**src/rtl/mode_counter.sv**
```systemverilog
// Bounded up/down counter with wrap, saturate and one-shot modes, sync clear/load and enable.
// Define MODE_COUNTER_PRESCALE_EN to add the tick prescaler; otherwise every enabled cycle ticks.
module mode_counter #(
  parameter int unsigned WIDTH          = 16,
  parameter int unsigned INCREMENT      = 1,
  parameter int unsigned PRESCALE_WIDTH = 8
) (
  input  logic                      i_clk,
  input  logic                      i_reset_n,
  input  logic                      i_enable,
  input  logic                      i_clear,
  input  logic                      i_load,
  input  logic [WIDTH-1:0]          i_load_value,
  input  logic [WIDTH-1:0]          i_top,
  input  logic                      i_dir,
  input  logic [1:0]                i_mode,
  input  logic                      i_start,
  input  logic [PRESCALE_WIDTH-1:0] i_prescale,
  output logic [WIDTH-1:0]          o_value,
  output logic                      o_hitTop,
  output logic                      o_atLimit,
  output logic                      o_busy,
  output logic                      o_done
);

  typedef enum logic [1:0] {StIdle, StRun, StDone} state_e;

  localparam logic [WIDTH:0] Inc = (WIDTH + 1)'(INCREMENT);

  state_e           state_q, state_d;
  logic [WIDTH-1:0] value_q, value_d;
  logic             hit_q, hit_d;
  logic             done_q, busy_q;
  logic             tick;

`ifdef MODE_COUNTER_PRESCALE_EN
  logic [PRESCALE_WIDTH-1:0] pre_q, pre_d;
  logic                      pre_wrap;

  assign pre_wrap = (pre_q == i_prescale);
  assign tick     = i_enable & pre_wrap;

  always_comb begin
    pre_d = pre_q;
    if (i_clear || i_load) begin
      pre_d = '0;
    end else if (i_enable) begin
      pre_d = pre_wrap ? '0 : pre_q + 1'b1;
    end
  end

  always_ff @(posedge i_clk or negedge i_reset_n) begin
    if (!i_reset_n) begin
      pre_q <= '0;
    end else begin
      pre_q <= pre_d;
    end
  end
`else
  logic unused_prescale;
  assign unused_prescale = ^i_prescale;
  assign tick            = i_enable;
`endif

  // Step arithmetic is one bit wider so value+INCREMENT can never wrap silently.
  logic [WIDTH:0]   val_ext, top_ext, sum, diff;
  logic [WIDTH-1:0] step_next, up_sat, dn_sat;
  logic             step_hit, below, reached, is_oneshot, wrap_mode, apply;

  assign val_ext    = {1'b0, value_q};
  assign top_ext    = {1'b0, i_top};
  assign sum        = val_ext + Inc;
  assign diff       = val_ext - Inc;
  assign below      = (val_ext < Inc);
  assign up_sat     = (sum > top_ext) ? i_top : sum[WIDTH-1:0];
  assign dn_sat     = below ? '0 : diff[WIDTH-1:0];
  assign is_oneshot = (i_mode == 2'b10);
  assign wrap_mode  = !is_oneshot && (i_mode != 2'b01);
  assign apply      = tick && !i_clear && !i_load && (!is_oneshot || state_q == StRun);

  always_comb begin
    step_next = value_q;
    step_hit  = 1'b0;
    if (i_dir) begin
      if (wrap_mode) begin
        step_hit  = (sum > top_ext);
        step_next = step_hit ? '0 : sum[WIDTH-1:0];
      end else begin
        step_next = up_sat;
        step_hit  = (up_sat == i_top) && (value_q != i_top);
      end
    end else begin
      if (wrap_mode) begin
        step_hit  = below;
        step_next = below ? i_top : diff[WIDTH-1:0];
      end else begin
        step_next = dn_sat;
        step_hit  = (dn_sat == '0) && (value_q != '0);
      end
    end
    reached = i_dir ? (step_next == i_top) : (step_next == '0);
  end

  always_comb begin
    value_d = value_q;
    hit_d   = 1'b0;
    state_d = state_q;
    if (i_clear) begin
      value_d = '0;
      state_d = StIdle;
    end else begin
      if (i_load) begin
        value_d = (i_load_value > i_top) ? i_top : i_load_value;
      end else if (apply) begin
        value_d = step_next;
        hit_d   = step_hit;
      end
      if (!is_oneshot) begin
        state_d = StIdle;
      end else begin
        unique case (state_q)
          StIdle:  if (i_start) state_d = StRun;
          StRun:   if (apply && reached) state_d = StDone;
          StDone:  state_d = StIdle;
          default: state_d = StIdle;
        endcase
      end
    end
  end

  always_ff @(posedge i_clk or negedge i_reset_n) begin
    if (!i_reset_n) begin
      state_q <= StIdle;
      value_q <= '0;
      hit_q   <= 1'b0;
      done_q  <= 1'b0;
      busy_q  <= 1'b0;
    end else begin
      state_q <= state_d;
      value_q <= value_d;
      hit_q   <= hit_d;
      done_q  <= (state_d == StDone);
      busy_q  <= (state_d == StRun);
    end
  end

  assign o_value   = value_q;
  assign o_hitTop  = hit_q;
  assign o_done    = done_q;
  assign o_busy    = busy_q;
  assign o_atLimit = i_dir ? (value_q == i_top) : (value_q == '0);

endmodule

```
**config.mk**
```make
export PLATFORM = sky130hd
export DESIGN_NAME = mode_counter
export DESIGN_NICKNAME = d
export VERILOG_FILES = /design/src/rtl/mode_counter.sv
export SDC_FILE = /design/constraint.sdc
export NUM_CORES = 1
export LEC_CHECK = 0
export CELL_PAD_IN_SITES_DETAIL_PLACEMENT = 1
export CELL_PAD_IN_SITES_GLOBAL_PLACEMENT = 2
export CORE_UTILIZATION = 31
export DETAILED_ROUTE_END_ITERATION = 6
export PLACE_DENSITY = 0.88
export SKIP_LAST_GASP = 1
export SYNTH_ARGS = -nofsm -noshare
export SYNTH_HDL_FRONTEND = slang
export SYNTH_SLANG_ARGS = --single-unit
```
**constraint.sdc**
```tcl
create_clock -name i_clk -period 5.4 [get_ports i_clk]
set_clock_uncertainty 0.05 [all_clocks]
set_input_delay 0.54 -clock i_clk [delete_from_list [all_inputs] [get_ports i_clk]]
set_output_delay 0.54 -clock i_clk [all_outputs]
set_load 0.02 [all_outputs]
```
==> impl_metrics.env, run 1 <==
# source this file to load flow results
export IMPL_grt_pass1_wl_um=26900
export IMPL_bufAreaShareNonClock_pct=15.8
export IMPL_comb_power_share_pct=66.1
export IMPL_hold_ws_ns=0.632
export IMPL_area_growth_pct=21.4
export IMPL_ys_seq_share_pct=12.8
export IMPL_die_h_um=117
export IMPL_first_global_vias=4789
export IMPL_yosys_warnings=0
export IMPL_largest_reg_flops=16
export IMPL_xor_share_pct=11.3
export IMPL_die_x_um=117
export IMPL_timing_rr_end="state_q[1]"
export IMPL_dieArea_sq_um=13700
export IMPL_cp_start_kind="flop"
export IMPL_antenna_found_initial=0
export IMPL_logic_gates=451
export IMPL_slowest_delay_ns=0.62
export IMPL_htreeDepth=1
export IMPL_path_buffers=3
export IMPL_drive_above_1_share_pct=7.23
export IMPL_synthCells=554
export IMPL_grt_max_degree=42
export IMPL_slew_viol_final=0
export IMPL_outcome="finished, final reports clean"
export IMPL_gp_congestion=0.962
export IMPL_worstSetupPathType="flop to flop"
export IMPL_path_clk_slew_ns=0.06
export IMPL_setup_tns_ns=0
export IMPL_ys_types=62
export IMPL_tightest_slew_ns=1.09
export IMPL_logic_family="AND-OR/OR-AND gates"
export IMPL_drt_wirelength_per_cell_um=22.7
export IMPL_ys_cells=554
export IMPL_ctsResizeCount=0
export IMPL_antenna_left=0
export IMPL_critPathLaunch="o_value[6]"
export IMPL_grt_total_usage_pct=26.5
export IMPL_holdPathEnd="o_value[13]"
export IMPL_cpMostUsedCell="buf_4"
export IMPL_dpl_hpwl_um=13800
export IMPL_placed_cell_area_sq_um=4900
export IMPL_synthAoiAreaFrac_pct=25.8
export IMPL_hold_path_startpoint="o_value[13]"
export IMPL_syn_area_sq_um=4100
export IMPL_clockRootBuffer="clkbuf_16"
export IMPL_top_layer="met4"
export IMPL_ff_count=21
export IMPL_n_all_buffers=85
export IMPL_critPathTopFamily="simple AND/OR/NAND/NOR gates"
export IMPL_reg2reg_depth=16
export IMPL_stdcell_area_sq_um=4980
export IMPL_n_tap_cell=172
export IMPL_clk_share_pct=1.61
export IMPL_internal_power_uw=555
export IMPL_synth_area_leader_cell="dfrtp_1"
export IMPL_p_sw_share_pct=49.1
export IMPL_routed_via_density=6.04
export IMPL_gr_total_overflow=0
export IMPL_ys_ff=21
export IMPL_ctsHoldBuffers=0
export IMPL_worstHoldPathType="flop to flop"
export IMPL_fp_util_pct=32.1
export IMPL_hold_depth=2
export IMPL_yosys_top_cells_area="dfrtp_1, ha_1, xnor2_1, mux2i_1, nand2_1"
export IMPL_ir_worst_vdd_v=0.000104
export IMPL_numCtsBuffers=3
export IMPL_wl_met2_um=8150
export IMPL_leakage_uw=0.00207
export IMPL_largest_class="combinational gates"
export IMPL_wl_met1_um=7570
export IMPL_cp_max_fo=14
export IMPL_required_ns=5.54
export IMPL_n_antenna_cell=0
export IMPL_firstDrtPassIters=6
export IMPL_fill_cells=1549
export IMPL_synthTopCellsByCount="nand2_1, nor2_1, ha_1"
export IMPL_yosys_area_sq_um=4100
export IMPL_relSlewSlack_pct=27.4
export IMPL_simple_gate_share_pct=23.7
export IMPL_min_period_ns=4.96
export IMPL_nets=681
-- run 1: through the flow --
stage | util [%] | std cells | setup WS [ns] | total power [uW]
2_1_floorplan | - | 554 | 0.993 | 658
3_3_place_gp | 38.4 | 763 | 0.674 | 889
3_5_place_dp | 38.4 | 763 | 0.511 | 907
4_1_cts | 39.0 | 767 | 0.493 | 1080
5_1_grt | 39.0 | 767 | 0.0973 | 1150
6_report | 39.0 | 767 | 0.445 | 1090
-- run 1: layer usage --
layer / GRT usage, % / vias up
met5: 0 / -
met4: 8.27 / 0
met3: 4.69 / 25
met2: 44.3 / 197
met1: 34.5 / 2265
li1: - / 2146
-- run 1: power groups by stage --
stage	sequential [uW]	clock [uW]	combinational, uW
after floorplan	207	0	451
after CTS	202	169	707
after global routing	205	173	775
final	202	167	721
after global placement	203	0	686
after detailed placement	205	0	703
Run 1, metal 1:
Drawn at 3 px/um. Supply wires on this layer in grey.
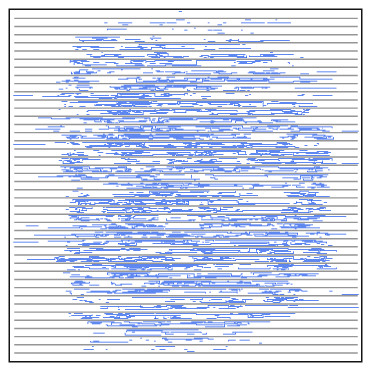
main direction	horizontal
longest straight run	43.2 um
wire length on this layer	7570 um

Run 1, the metal 2 layer:
Drawn at 2 px/um. Cells faint in the background.
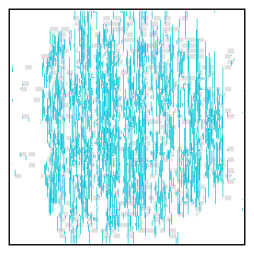
main direction	vertical
longest straight run	53.9 um

Run 1, met3 routing:
Drawn at 3 px/um.
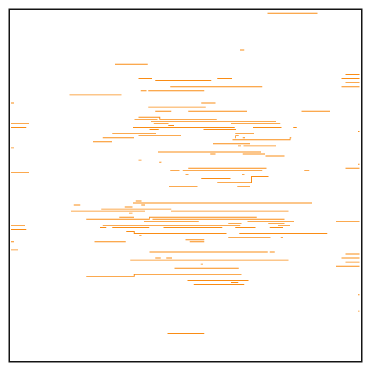
nets with wire on the layer	88
share of all routed wire	7.9%
wire length on this layer	1370 um
longest straight run	59.3 um
main direction	horizontal

Run 1, metal 4:
Drawn at 3 px/um. Supply wires on this layer in grey.
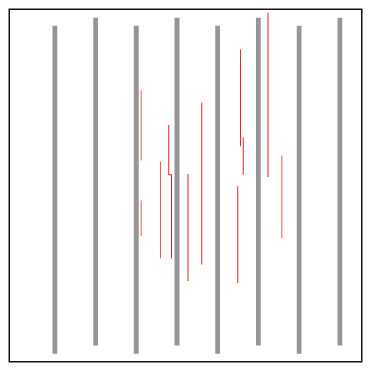
wire length on this layer	359 um
share of all routed wire	2.1%
Routed WL: 17400 um
DR vias: 4633

## Run 2: what changed since run 1
--- a/config.mk
+++ b/config.mk
@@ -7,9 +7,10 @@
 export LEC_CHECK = 0
 export CELL_PAD_IN_SITES_DETAIL_PLACEMENT = 1
 export CELL_PAD_IN_SITES_GLOBAL_PLACEMENT = 2
-export CORE_UTILIZATION = 31
+export CORE_UTILIZATION = 38
 export DETAILED_ROUTE_END_ITERATION = 6
-export PLACE_DENSITY = 0.88
+export DONT_BUFFER_PORTS = 1
+export PLACE_DENSITY = 0.89
 export SKIP_LAST_GASP = 1
 export SYNTH_ARGS = -nofsm -noshare
 export SYNTH_HDL_FRONTEND = slang
==> impl_metrics.env, run 2 <==
# source this file to load flow results
export IMPL_outcome="finished, final reports clean"
export IMPL_wl_met1_um=7450
export IMPL_ys_ff=21
export IMPL_clockRootBuffer="clkbuf_8"
export IMPL_ys_types=62
export IMPL_ys_seq_share_pct=12.8
export IMPL_yosys_area_sq_um=4100
export IMPL_hold_ws_ns=0.0190
export IMPL_ys_cells=554
export IMPL_grt_busiest_layer="met2"
export IMPL_path_buffers=2
export IMPL_grt_max_degree=43
export IMPL_internal_power_uw=460
export IMPL_min_period_ns=5.07
export IMPL_area_growth_pct=4.97
export IMPL_reg2reg_depth=15
export IMPL_timing_rr_end="o_done"
export IMPL_htreeDepth=1
export IMPL_largest_reg_flops=16
export IMPL_stdcell_area_sq_um=4310
export IMPL_grt_total_usage_pct=30.6
export IMPL_critPathLaunch="o_value[1]"
export IMPL_numCtsBuffers=3
export IMPL_setup_tns_ns=0
export IMPL_gr_total_overflow=0
export IMPL_dp_slack_ns=0.414
export IMPL_fp_util_pct=39.4
export IMPL_use_met3_pct=3.25
export IMPL_logic_family="AND-OR/OR-AND gates"
export IMPL_critPathTopFamily="simple AND/OR/NAND/NOR gates"
export IMPL_dieArea_sq_um=11200
export IMPL_path_clk_slew_ns=0.09
export IMPL_synth_area_leader_cell="dfrtp_1"
export IMPL_n_antenna_cell=0
export IMPL_synthAoiAreaFrac_pct=25.8
export IMPL_grt_util_met2_pct=48.9
export IMPL_maxPowerGroup="combinational logic"
export IMPL_synthTopCellsByCount="nand2_1, nor2_1, ha_1"
export IMPL_dp_cells=665
export IMPL_ir_worst_vdd_v=0.0000866
export IMPL_p_clk_uw=115
export IMPL_required_ns=5.55
export IMPL_dpl_hpwl_um=13400
export IMPL_globalRouteMet1Util_pct=43.6
export IMPL_simple_gate_share_pct=23.7
export IMPL_comb_power_share_pct=67.7
export IMPL_relSlewSlack_pct=51.3
export IMPL_syn_area_sq_um=4100
export IMPL_ctsResizeCount=0
export IMPL_placed_cell_area_sq_um=4240
export IMPL_p_sw_share_pct=51.9
export IMPL_setup_slack_ns=0.335
export IMPL_yosys_top_cells_area="dfrtp_1, ha_1, xnor2_1, mux2i_1, nand2_1"
export IMPL_nets=620
export IMPL_worstSetupPathType="flop to flop"
export IMPL_slew_viol_final=0
export IMPL_comb_cell_power_uw=647
run 2: area by class of cell:
| cell class | instances | area (sq um) |
|---|---|---|
| multi-input cells | 451 | 3240 |
| clock inverters | 1 | 5.00 |
| repair buffers | 24 | 193 |
| well taps | 136 | 170 |
| inverters | 34 | 128 |
| clock buffers | 3 | 41.3 |
| fillers | 1315 | 6110 |
| flip-flops and latches | 21 | 526 |
run 2: per-stage QoR:
step | util (%) | power [uW]
floorplan | - | 658
global placement | 40.7 | 801
detailed placement | 40.7 | 820
CTS | 41.3 | 942
global route | 41.3 | 1010
finish | 41.3 | 957
run 2: what timing repair did:
item,in CTS,in global routing
setup endpoints to repair,0,0
hold endpoints to repair,21,0
hold buffers,1,0
Run 2, met3 routing:
Drawn at 4 px/um.
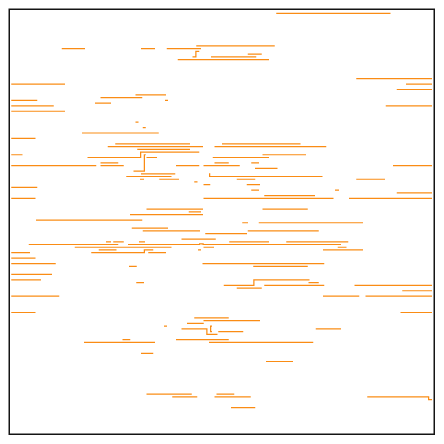
longest straight run	34.3 um
share of all routed wire	7.8%
DR vias: 4502
Routed WL: 16900 um

Run 2, metal 4:
Drawn at 4 px/um. Supply wires on this layer in grey.
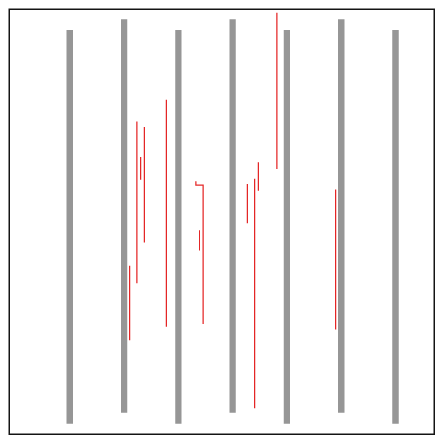
main direction	vertical
wire length on this layer	338 um

Run 2, placement view:
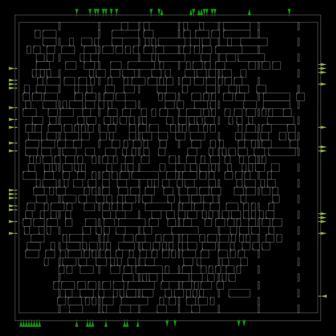
final non-filler cell total: 670
fin util: 41.3%

## Run 3: what changed since run 2
--- a/config.mk
+++ b/config.mk
@@ -5,8 +5,10 @@
 export SDC_FILE = /design/constraint.sdc
 export NUM_CORES = 1
 export LEC_CHECK = 0
+export ABC_CLOCK_PERIOD_IN_PS = 5400
 export CELL_PAD_IN_SITES_DETAIL_PLACEMENT = 1
 export CELL_PAD_IN_SITES_GLOBAL_PLACEMENT = 2
+export CORE_MARGIN = 2
 export CORE_UTILIZATION = 38
 export DETAILED_ROUTE_END_ITERATION = 6
 export DONT_BUFFER_PORTS = 1
==> impl_metrics.env, run 3 <==
# source this file to load flow results
export IMPL_logic_family="AND-OR/OR-AND gates"
export IMPL_dieArea_sq_um=11600
export IMPL_slew_viol_final=0
export IMPL_ys_seq_share_pct=12.8
export IMPL_nets=619
export IMPL_comb_power_share_pct=67.0
export IMPL_worstSetupPathType="flop to flop"
export IMPL_syn_area_sq_um=4100
export IMPL_area_growth_pct=4.55
export IMPL_critPathLaunch="o_value[1]"
export IMPL_internal_power_uw=457
export IMPL_synthTopCellsByCount="nand2_1, nor2_1, ha_1"
export IMPL_synth_area_leader_cell="dfrtp_1"
export IMPL_grt_total_usage_pct=29.6
export IMPL_ir_worst_vdd_v=0.0000797
export IMPL_dp_slack_ns=0.485
export IMPL_gr_total_overflow=0
export IMPL_final_cells=669
export IMPL_postLayoutCoreUtil_pct=41.2
export IMPL_reg2reg_depth=14
export IMPL_setup_tns_ns=0
export IMPL_relSlewSlack_pct=15.4
export IMPL_p_sw_share_pct=52.1
export IMPL_largest_reg_flops=16
export IMPL_n_antenna_cell=0
export IMPL_stdcell_area_sq_um=4290
export IMPL_critPathTopFamily="simple AND/OR/NAND/NOR gates"
export IMPL_ys_cells=554
export IMPL_ctsHoldBuffers=1
export IMPL_comb_cell_power_uw=640
export IMPL_simple_gate_share_pct=23.7
export IMPL_fill_cells=1309
export IMPL_hold_ws_ns=0.338
export IMPL_globalRouteMet1Util_pct=41.7
export IMPL_path_buffers=1
export IMPL_yosys_area_sq_um=4100
export IMPL_p_clk_uw=118
export IMPL_power_total_uw=954
export IMPL_outcome="finished, final reports clean"
export IMPL_numCtsBuffers=3
export IMPL_path_clk_slew_ns=0.09
export IMPL_setup_slack_ns=0.414
export IMPL_ys_types=62
export IMPL_dpl_hpwl_um=13400
export IMPL_clockRootBuffer="clkbuf_8"
export IMPL_min_period_ns=4.99
-- run 3: cell count changes in the layout (fill, tap and decap cells not counted) --
cell / previous run / this run
buf_12: 1 / 0
buf_4: 23 / 22
dlygate4sd3_1: 0 / 1
-- run 3: cell families (layout without fill, tap and decap cells) --
kind of cell    Yosys count  count (layout)
fa+ha+maj                36              36
xor+xnor                 53              53
flops                    21              21
buf+inv                  82              61
mux                      29              29
simple gates            188             188
compound gates          145             145
-- run 3: layout make-up --
type                            count  area, sq um  area share [%]
Clock buffer                        3         41.3           0.963
Clock inverter                      1         5.00           0.117
Inverter                           34          128            2.98
Multi-Input combinational cell    451         3240            75.6
Sequential cell                    21          526            12.3
Tap cell                          136          170            3.97
Timing Repair Buffer               23          175            4.09
Run 3, the metal 2 layer:
Drawn at 2 px/um. Cells faint in the background.
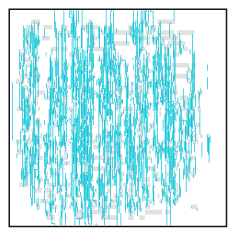
wire length on this layer	7880 um
longest straight run	53.4 um
main direction	vertical

Run 3, metal 1:
Drawn at 3 px/um. Supply wires on this layer in grey.
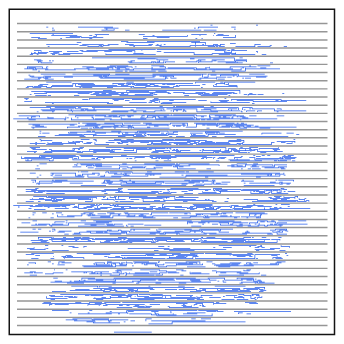
longest straight run	49.2 um
share of all routed wire	44%
nets with wire on the layer	575
main direction	horizontal
wire length on this layer	7480 um
DR vias: 4430
Routed WL: 16900 um

Run 3, met3 routing:
Drawn at 3 px/um.
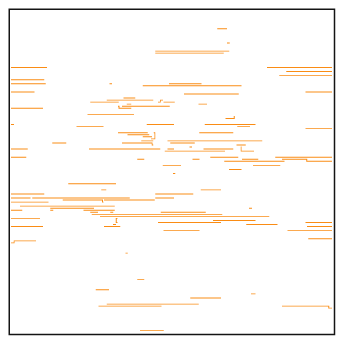
longest straight run	56.1 um
nets with wire on the layer	77
wire length on this layer	1140 um
GR Util met3: 4.24%

Power and IR drop assume default switching activity.
